--- src/rtl/nebula_pkg.sv ---
// rtl/nebula_pkg.sv - shared Nebula mesh types: flit format, flit kinds, packet request
package nebula_pkg;

    localparam int COORD_WIDTH     = 4;
    localparam int FLIT_DATA_WIDTH = 32;
    localparam int NUM_VCS         = 2;
    localparam int VC_W            = $clog2(NUM_VCS);
    localparam int PKT_ID_W        = 8;
    localparam int PKT_LEN_W       = 16;

    typedef enum logic [1:0] {
        FLIT_HEAD   = 2'd0,
        FLIT_BODY   = 2'd1,
        FLIT_TAIL   = 2'd2,
        FLIT_SINGLE = 2'd3
    } flit_type_t;

    typedef enum logic {
        PKT_IDLE = 1'b0,
        PKT_SEND = 1'b1
    } pkt_state_t;

    typedef struct packed {
        flit_type_t                 flit_type;
        logic [PKT_ID_W-1:0]        packet_id;
        logic [COORD_WIDTH-1:0]     src_x;
        logic [COORD_WIDTH-1:0]     src_y;
        logic [COORD_WIDTH-1:0]     dest_x;
        logic [COORD_WIDTH-1:0]     dest_y;
        logic [VC_W-1:0]            vc_id;
        logic [FLIT_DATA_WIDTH-1:0] payload;
    } noc_flit_t;

    // len doubles as the remaining-flit counter once the request is latched
    typedef struct packed {
        logic [COORD_WIDTH-1:0] dest_x;
        logic [COORD_WIDTH-1:0] dest_y;
        logic [VC_W-1:0]        vc;
        logic [PKT_LEN_W-1:0]   len;
    } pkt_req_t;

    function automatic flit_type_t flit_kind(input logic first, input logic last);
        if (first && last) return FLIT_SINGLE;
        else if (first)    return FLIT_HEAD;
        else if (last)     return FLIT_TAIL;
        else               return FLIT_BODY;
    endfunction

endpackage

--- src/rtl/nebula_flit_out_reg.sv ---
// rtl/nebula_flit_out_reg.sv - one-entry valid/ready flit register with load-while-drain
module nebula_flit_out_reg
    import nebula_pkg::*;
(
    input  logic      clk,
    input  logic      rst,
    input  logic      load,
    input  noc_flit_t load_flit,
    output logic      can_load,
    output logic      out_valid,
    input  logic      out_ready,
    output noc_flit_t out_flit
);

    logic      valid_q, valid_d;
    noc_flit_t flit_q, flit_d;

    always_comb begin
        valid_d = valid_q;
        flit_d  = flit_q;
        if (load) begin
            valid_d = 1'b1;
            flit_d  = load_flit;
        end else if (out_ready) begin
            valid_d = 1'b0;
        end
    end

    always_ff @(posedge clk) begin
        if (rst) begin
            valid_q <= 1'b0;
            flit_q  <= '0;
        end else begin
            valid_q <= valid_d;
            flit_q  <= flit_d;
        end
    end

    assign can_load  = !valid_q || out_ready;
    assign out_valid = valid_q;
    assign out_flit  = flit_q;

endmodule

--- src/rtl/nebula_local_packetizer.sv ---
// rtl/nebula_local_packetizer.sv - turns packet requests plus payload words into local-port flits
module nebula_local_packetizer
    import nebula_pkg::*;
#(
    parameter int MESH_SIZE_X   = 2,
    parameter int MESH_SIZE_Y   = 2,
    parameter int SRC_X         = 0,
    parameter int SRC_Y         = 0,
    parameter int MAX_PKT_FLITS = 16,
    localparam int LEN_W        = $clog2(MAX_PKT_FLITS + 1)
) (
    input  logic                       clk,
    input  logic                       rst,
    input  logic                       req_valid,
    output logic                       req_ready,
    input  logic [COORD_WIDTH-1:0]     req_dest_x,
    input  logic [COORD_WIDTH-1:0]     req_dest_y,
    input  logic [VC_W-1:0]            req_vc,
    input  logic [LEN_W-1:0]           req_len,
    input  logic                       data_valid,
    output logic                       data_ready,
    input  logic [FLIT_DATA_WIDTH-1:0] data,
    output logic                       flit_out_valid,
    input  logic                       flit_out_ready,
    output noc_flit_t                  flit_out,
    output logic                       busy,
    output logic                       req_err,
    output logic [31:0]                pkt_count,
    output logic [31:0]                flit_count
);

    pkt_state_t            state_q, state_d;
    pkt_req_t              req_q, req_d;
    logic                  first_q, first_d;
    logic [PKT_ID_W-1:0]   pkt_id_q, pkt_id_d;
    logic                  req_err_q, req_err_d;
    logic [31:0]           pkt_count_q, pkt_count_d;
    logic [31:0]           flit_count_q, flit_count_d;

    logic      load;
    logic      can_load;
    logic      last;
    logic      req_illegal;
    logic      out_hs;
    noc_flit_t load_flit;

    // Compare one bit wider so a mesh dimension of 2^COORD_WIDTH does not wrap to zero
    assign req_illegal = ({1'b0, req_dest_x} >= (COORD_WIDTH + 1)'(MESH_SIZE_X))
                      || ({1'b0, req_dest_y} >= (COORD_WIDTH + 1)'(MESH_SIZE_Y))
                      || (req_len == '0)
                      || (req_len > LEN_W'(MAX_PKT_FLITS));

    assign last   = (req_q.len == PKT_LEN_W'(1));
    assign out_hs = flit_out_valid && flit_out_ready;

    always_comb begin
        load_flit.flit_type = flit_kind(first_q, last);
        load_flit.packet_id = pkt_id_q;
        load_flit.src_x     = COORD_WIDTH'(SRC_X);
        load_flit.src_y     = COORD_WIDTH'(SRC_Y);
        load_flit.dest_x    = req_q.dest_x;
        load_flit.dest_y    = req_q.dest_y;
        load_flit.vc_id     = req_q.vc;
        load_flit.payload   = data;
    end

    always_comb begin
        state_d    = state_q;
        req_d      = req_q;
        first_d    = first_q;
        pkt_id_d   = pkt_id_q;
        req_err_d  = 1'b0;
        req_ready  = 1'b0;
        data_ready = 1'b0;
        load       = 1'b0;
        case (state_q)
            PKT_IDLE: begin
                req_ready = 1'b1;
                if (req_valid) begin
                    if (req_illegal) begin
                        req_err_d = 1'b1;
                    end else begin
                        req_d.dest_x = req_dest_x;
                        req_d.dest_y = req_dest_y;
                        req_d.vc     = req_vc;
                        req_d.len    = PKT_LEN_W'(req_len);
                        first_d      = 1'b1;
                        state_d      = PKT_SEND;
                    end
                end
            end
            PKT_SEND: begin
                data_ready = can_load;
                load       = data_valid && can_load;
                if (load) begin
                    req_d.len = req_q.len - PKT_LEN_W'(1);
                    first_d   = 1'b0;
                    if (last) begin
                        pkt_id_d = pkt_id_q + PKT_ID_W'(1);
                        state_d  = PKT_IDLE;
                    end
                end
            end
            default: state_d = PKT_IDLE;
        endcase
    end

    // Counters follow the output handshake, not the load, so they only count flits the router took
    always_comb begin
        flit_count_d = flit_count_q;
        pkt_count_d  = pkt_count_q;
        if (out_hs) begin
            flit_count_d = flit_count_q + 32'd1;
            if (flit_out.flit_type == FLIT_TAIL || flit_out.flit_type == FLIT_SINGLE) begin
                pkt_count_d = pkt_count_q + 32'd1;
            end
        end
    end

    always_ff @(posedge clk) begin
        if (rst) begin
            state_q      <= PKT_IDLE;
            req_q        <= '0;
            first_q      <= 1'b0;
            pkt_id_q     <= '0;
            req_err_q    <= 1'b0;
            pkt_count_q  <= '0;
            flit_count_q <= '0;
        end else begin
            state_q      <= state_d;
            req_q        <= req_d;
            first_q      <= first_d;
            pkt_id_q     <= pkt_id_d;
            req_err_q    <= req_err_d;
            pkt_count_q  <= pkt_count_d;
            flit_count_q <= flit_count_d;
        end
    end

    nebula_flit_out_reg u_out_reg (
        .clk       (clk),
        .rst       (rst),
        .load      (load),
        .load_flit (load_flit),
        .can_load  (can_load),
        .out_valid (flit_out_valid),
        .out_ready (flit_out_ready),
        .out_flit  (flit_out)
    );

    assign busy       = (state_q != PKT_IDLE) || flit_out_valid;
    assign req_err    = req_err_q;
    assign pkt_count  = pkt_count_q;
    assign flit_count = flit_count_q;

endmodule

--- config.mk ---
export PLATFORM = sky130hd
export DESIGN_NAME = nebula_local_packetizer
export DESIGN_NICKNAME = d
export VERILOG_FILES = /design/src/rtl/nebula_pkg.sv /design/src/rtl/nebula_flit_out_reg.sv /design/src/rtl/nebula_local_packetizer.sv
export SDC_FILE = /design/constraint.sdc
export NUM_CORES = 1
export LEC_CHECK = 0
export CORE_MARGIN = 3
export CORE_UTILIZATION = 50
export DETAILED_ROUTE_END_ITERATION = 8
export GPL_TIMING_DRIVEN = 1
export HOLD_SLACK_MARGIN = 0.06
export PLACE_DENSITY = 0.83
export SLEW_MARGIN = 10
export SYNTH_ARGS = -nofsm -noshare
export SYNTH_HDL_FRONTEND = slang
export SYNTH_HIERARCHICAL = 1
export SYNTH_SLANG_ARGS = --single-unit
export TNS_END_PERCENT = 5
--- constraint.sdc ---
create_clock -name clk -period 4.8 [get_ports clk]
set_input_delay 0.72 -clock clk [delete_from_list [all_inputs] [get_ports clk]]
set_output_delay 0.72 -clock clk [all_outputs]
set_load 0.02 [all_outputs]
### A small window of the routed layout

Region (36, 60) to (86, 110) um. Cells in gray, sequential cells in the stronger gray; small squares are vias.
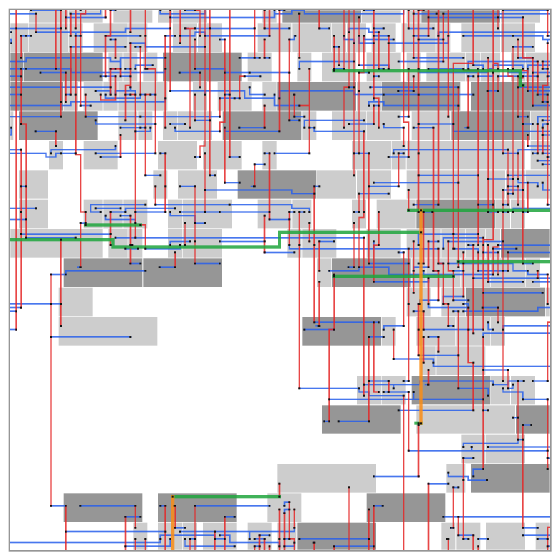
[met3] green
[met2] red
[met1] blue
[met4] orange
cells with their middle in the window: 147
sequential cells in the window: 24
netlist names of flops here include: `flit_count` (10), `pkt_count` (9), `pkt_id_q` (2)
most frequent: nor2_1 (27), dfxtp_1 (24), clkdlybuf4s50_1 (13)

### Power grid

Scale: 4 px per um. Pins as bars on the die edge.
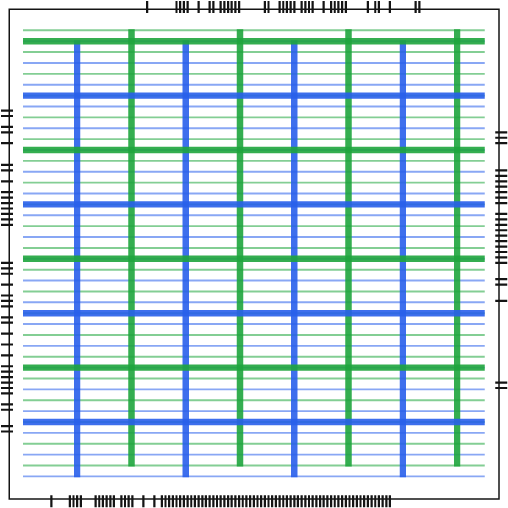
[VSS] blue
[VDD] green
rows: 41
met1 rails: 42
met5 straps: 8
met4 straps: 8
chip height: 122 um
die width: 122 um
Core ar.: 12900 um^2

### Wiring heat map

Scale: 3 px per um. 24 x 24 tiles, from dark purple (low) to yellow (high), scaled to the fullest tile. Values are wire area over tile area, all layers added.
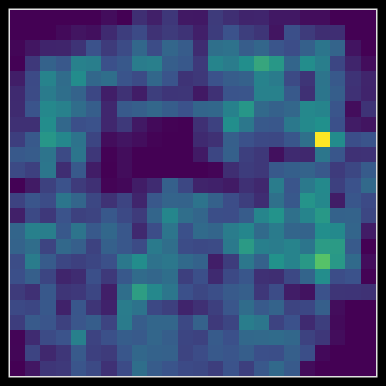
densest ninth of the die: middle right
mean over tiles: 0.17
fullest tile: 0.74
nearly empty tiles: 9.5%
drt wl/cell: 15.3 um
Vias: 5690
final wirelength: 16500 um

==> flow_summary.json <==
{
  "status": "finished, final reports clean",
  "layout_top_cell": "clkdlybuf4s50_1",
  "drive_above_1_share": 0.0549,
  "drt_iter0_markers": 404,
  "r2r_start": "state_q$_SDFF_PP0_",
  "layout_setup_ws_ns": 1.90,
  "ff_type": "dfxtp_1",
  "synth_cells": 722,
  "nClkBuffers": 19,
  "rsz0062_at_grt": "no",
  "synthArstFlopShare": 0,
  "cp.required_ns": 4.08,
  "clkCellAreaFrac": 0.0633,
  "yosys-stat-area_um2": 6730,
  "use_met3": 0.0631,
  "setup_viol": 0,
  "cp_max_fo": 5,
  "warning_count": 28,
  "dp_hpwl_um": 11200,
  "path_buffers": 2,
  "crit_type": "in -> out",
  "fp-utilization": 0.523,
  "startpoint_type": "primary input",
  "drt_pass1_iterations": 4,
  "numCtsBuffers": 17,
  "grt_max_degree": 90,
  "cts-root-buf": "clkbuf_16",
  "hold_viol": 0,
  "cts_tree": "done",
  "antenna_cells": 0,
  "grt_remaining_overflow": 0,
  "num-nonclk-inverters": 14,
  "met2_usage": 0.378,
  "viasPerCell": 5.26,
  "logic_area_um2": 3300,
  "wirelength_met1_um": 7280,
  "slew_violations": 0,
  "startpoint": "flit_out_ready",
  "worst_pin_slew_ns": 1.07,
  "holdWs_ns": 0.464,
  "cp_common_cell": "clkdlybuf4s50_1",
  "grt_pass1_vias": 5501,
  "ios": 179,
  "synth_seq_share": 0.476,
  "crit_family": "buffers and inverters",
  "gp_congestion": 0.822,
  "r2r_slack_ns": 2.26,
  "end_kind": "primary output",
  "largest_cell_class": "combinational gates",
  "placed_cells": 1050,
  "layout_top_cells": "clkdlybuf4s50_1, dfxtp_1, nor2_1, mux2i_1, xor2_1",
  "cpMaxStageDelayCell": "clkdlybuf4s50_1",
  "ys_ff": 160,
  "highest-signal-layer": "met4",
  "num-nonclk-buffers": 181,
  "cts.sinks": 160,
  "min_from": "load_flit[35]$_SDFFE_PP0P_",
  "clkLatencyLatePin_ns": 0.43,
  "fin_setup_tns_ns": 0,
  "placed_area_um2": 8570,
  "wl_met2_um": 8230,
  "cap_violations": 0,
  "clkTransAtPathRegs_ns": 0.06,
  "die_area_um2": 14900,
  "min_period_ns": 2.90,
  "enable_flop_cells": 0,
  "buffer_area_frac": 0.197,
  "final_cells": 1082,
  "nFillCells": 992,
  "comb_cells": 523,
  "io_buffers": 178,
  "ir_drop_mv": 0.253,
  "drc": 0,
  "power_leakage_nw": 3.18,
  "rows": 41,
  "sh_comb_area": 0.360,
  "nets": 955,
  "ctsHoldBuffers": 0,
  "synth_area_um2": 6730,
  "ant_nets": 0,
  "yosysWarnings": 6,
  "register_area_um2": 3200,
  "grt_first_pass_wirelength_um": 26900,
  "critPathArrivalTime_ns": 2.18,
  "met3WireLength_um": 825,
  "critical_path.max_stage_delay_ns": 0.65,
  "ys_cells": 722,
  "cts_resized": 0,
  "crit_chain": "clkdlybuf4s50_1 -> nand2b_1 -> and2_1 -> clkdlybuf4s50_1",
  "fmax_mhz": 345,
  "cts_buffer_depth": 2,
  "period_used_share": 0.604,
  "fin_skew_ns": 0.0123,
  "maxSlewHeadroom": 0.278,
  "preCtsSetupSlack_ns": 1.62,
  "use_met1": 0.282,
  "synth.avg_cell_area_um2": 9.33,
  "p_per_area_nw_per_um2": 299,
  "synth.distinct_cells": 50,
  "grt_usage": 0.226,
  "grt_antenna_before_repair": 0,
  "htree_levels": 4,
  "min_path_type": "reg -> reg",
  "cts_setup_buffers": 0,
  "gr-max-usage-layer": "met2"
}
### Placement view

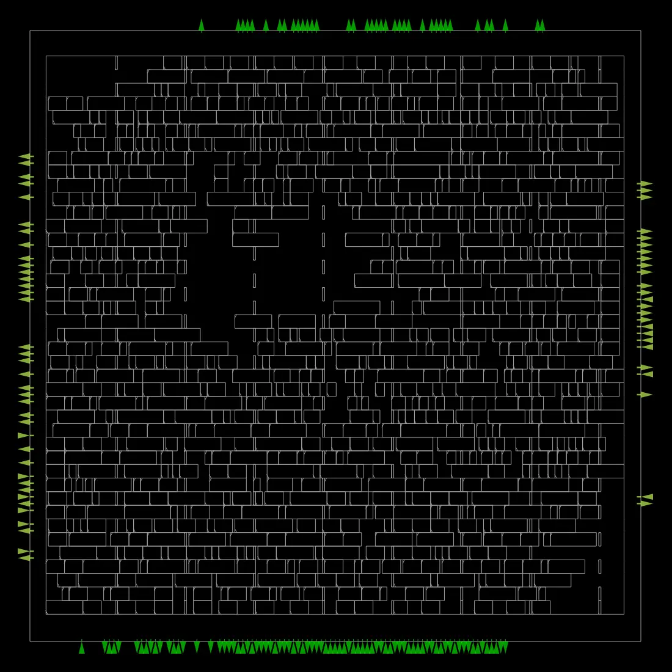
flop share of the area: 0.350
Flops: 160
n_taps: 172

### Sizing map

Scale: 2 px per um.
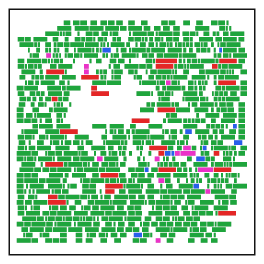
[drive 6 and up] red | cells: 25
[drive 2] blue | cells: 12
[drive 1 or less] green | cells: 860
[drive 3 to 4] magenta | cells: 13
Area Overhead vs Synth: 35.9%
post-route cell area: 9150 um^2

-- synthesized netlist by cell type, types with 13 or more instances --
cell type  number  area [um^2]
nand2_1        31          116
xnor2_1        31          272
inv_1          13         48.8
a21oi_1        24          120
nand4_1        32          200
dfxtp_1       160         3200
nor3_1         20          100
clkbuf_1       20         75.1
xor2_1         36          315
nor2_1        146          548
nand3_1        27          135
mux2i_1        64          641
-- report_power, final --
group / switching (mW) / leakage (nW) / total [mW] / internal (mW)
Sequential: 0.00168 / 1.29 / 1.33 / 1.33
Combinational: 0.0413 / 1.62 / 0.0866 / 0.0453
Clock: 0.565 / 0.273 / 1.31 / 0.750
-- sequential cells by signal, summed over array words and instances, names as in the netlist, 8 cells and up --
register            count
req_q                  16
flit_count             32
pkt_id_q                8
pkt_count              32
load_flit               9
u_out_reg/out_flit     59
-- stage by stage --
step | utilization | power [mW]
floorplan | - | 1.39
global placement | 0.666 | 1.45
detailed placement | 0.666 | 1.45
CTS | 0.711 | 2.75
global route | 0.711 | 2.82
finish | 0.711 | 2.73
-- final timing paths --
| check | to | depth (start not counted) |
|---|---|---|
| setup / recovery | data_ready | 4 |
| hold / removal | load_flit[35]$_SDFFE_PP0P_ | 1 |
| setup reg to reg | u_out_reg/out_flit[55]$_SDFFE_PP0P_ | 6 |
| hold reg to reg | load_flit[35]$_SDFFE_PP0P_ | 1 |
-- cell families after synthesis --
| family | count (synthesis) | synth area share |
|---|---|---|
| compound gates | 52 | 0.0461 |
| mux | 64 | 0.0951 |
| flops | 160 | 0.476 |
| buf+inv | 46 | 0.0385 |
| xor+xnor | 67 | 0.0872 |
| fa+ha+maj | 7 | 0.0130 |
| simple gates | 325 | 0.244 |
| other cells | 1 | 0.000557 |
Power figures rest on the tool's default switching activity, not on a simulated workload.
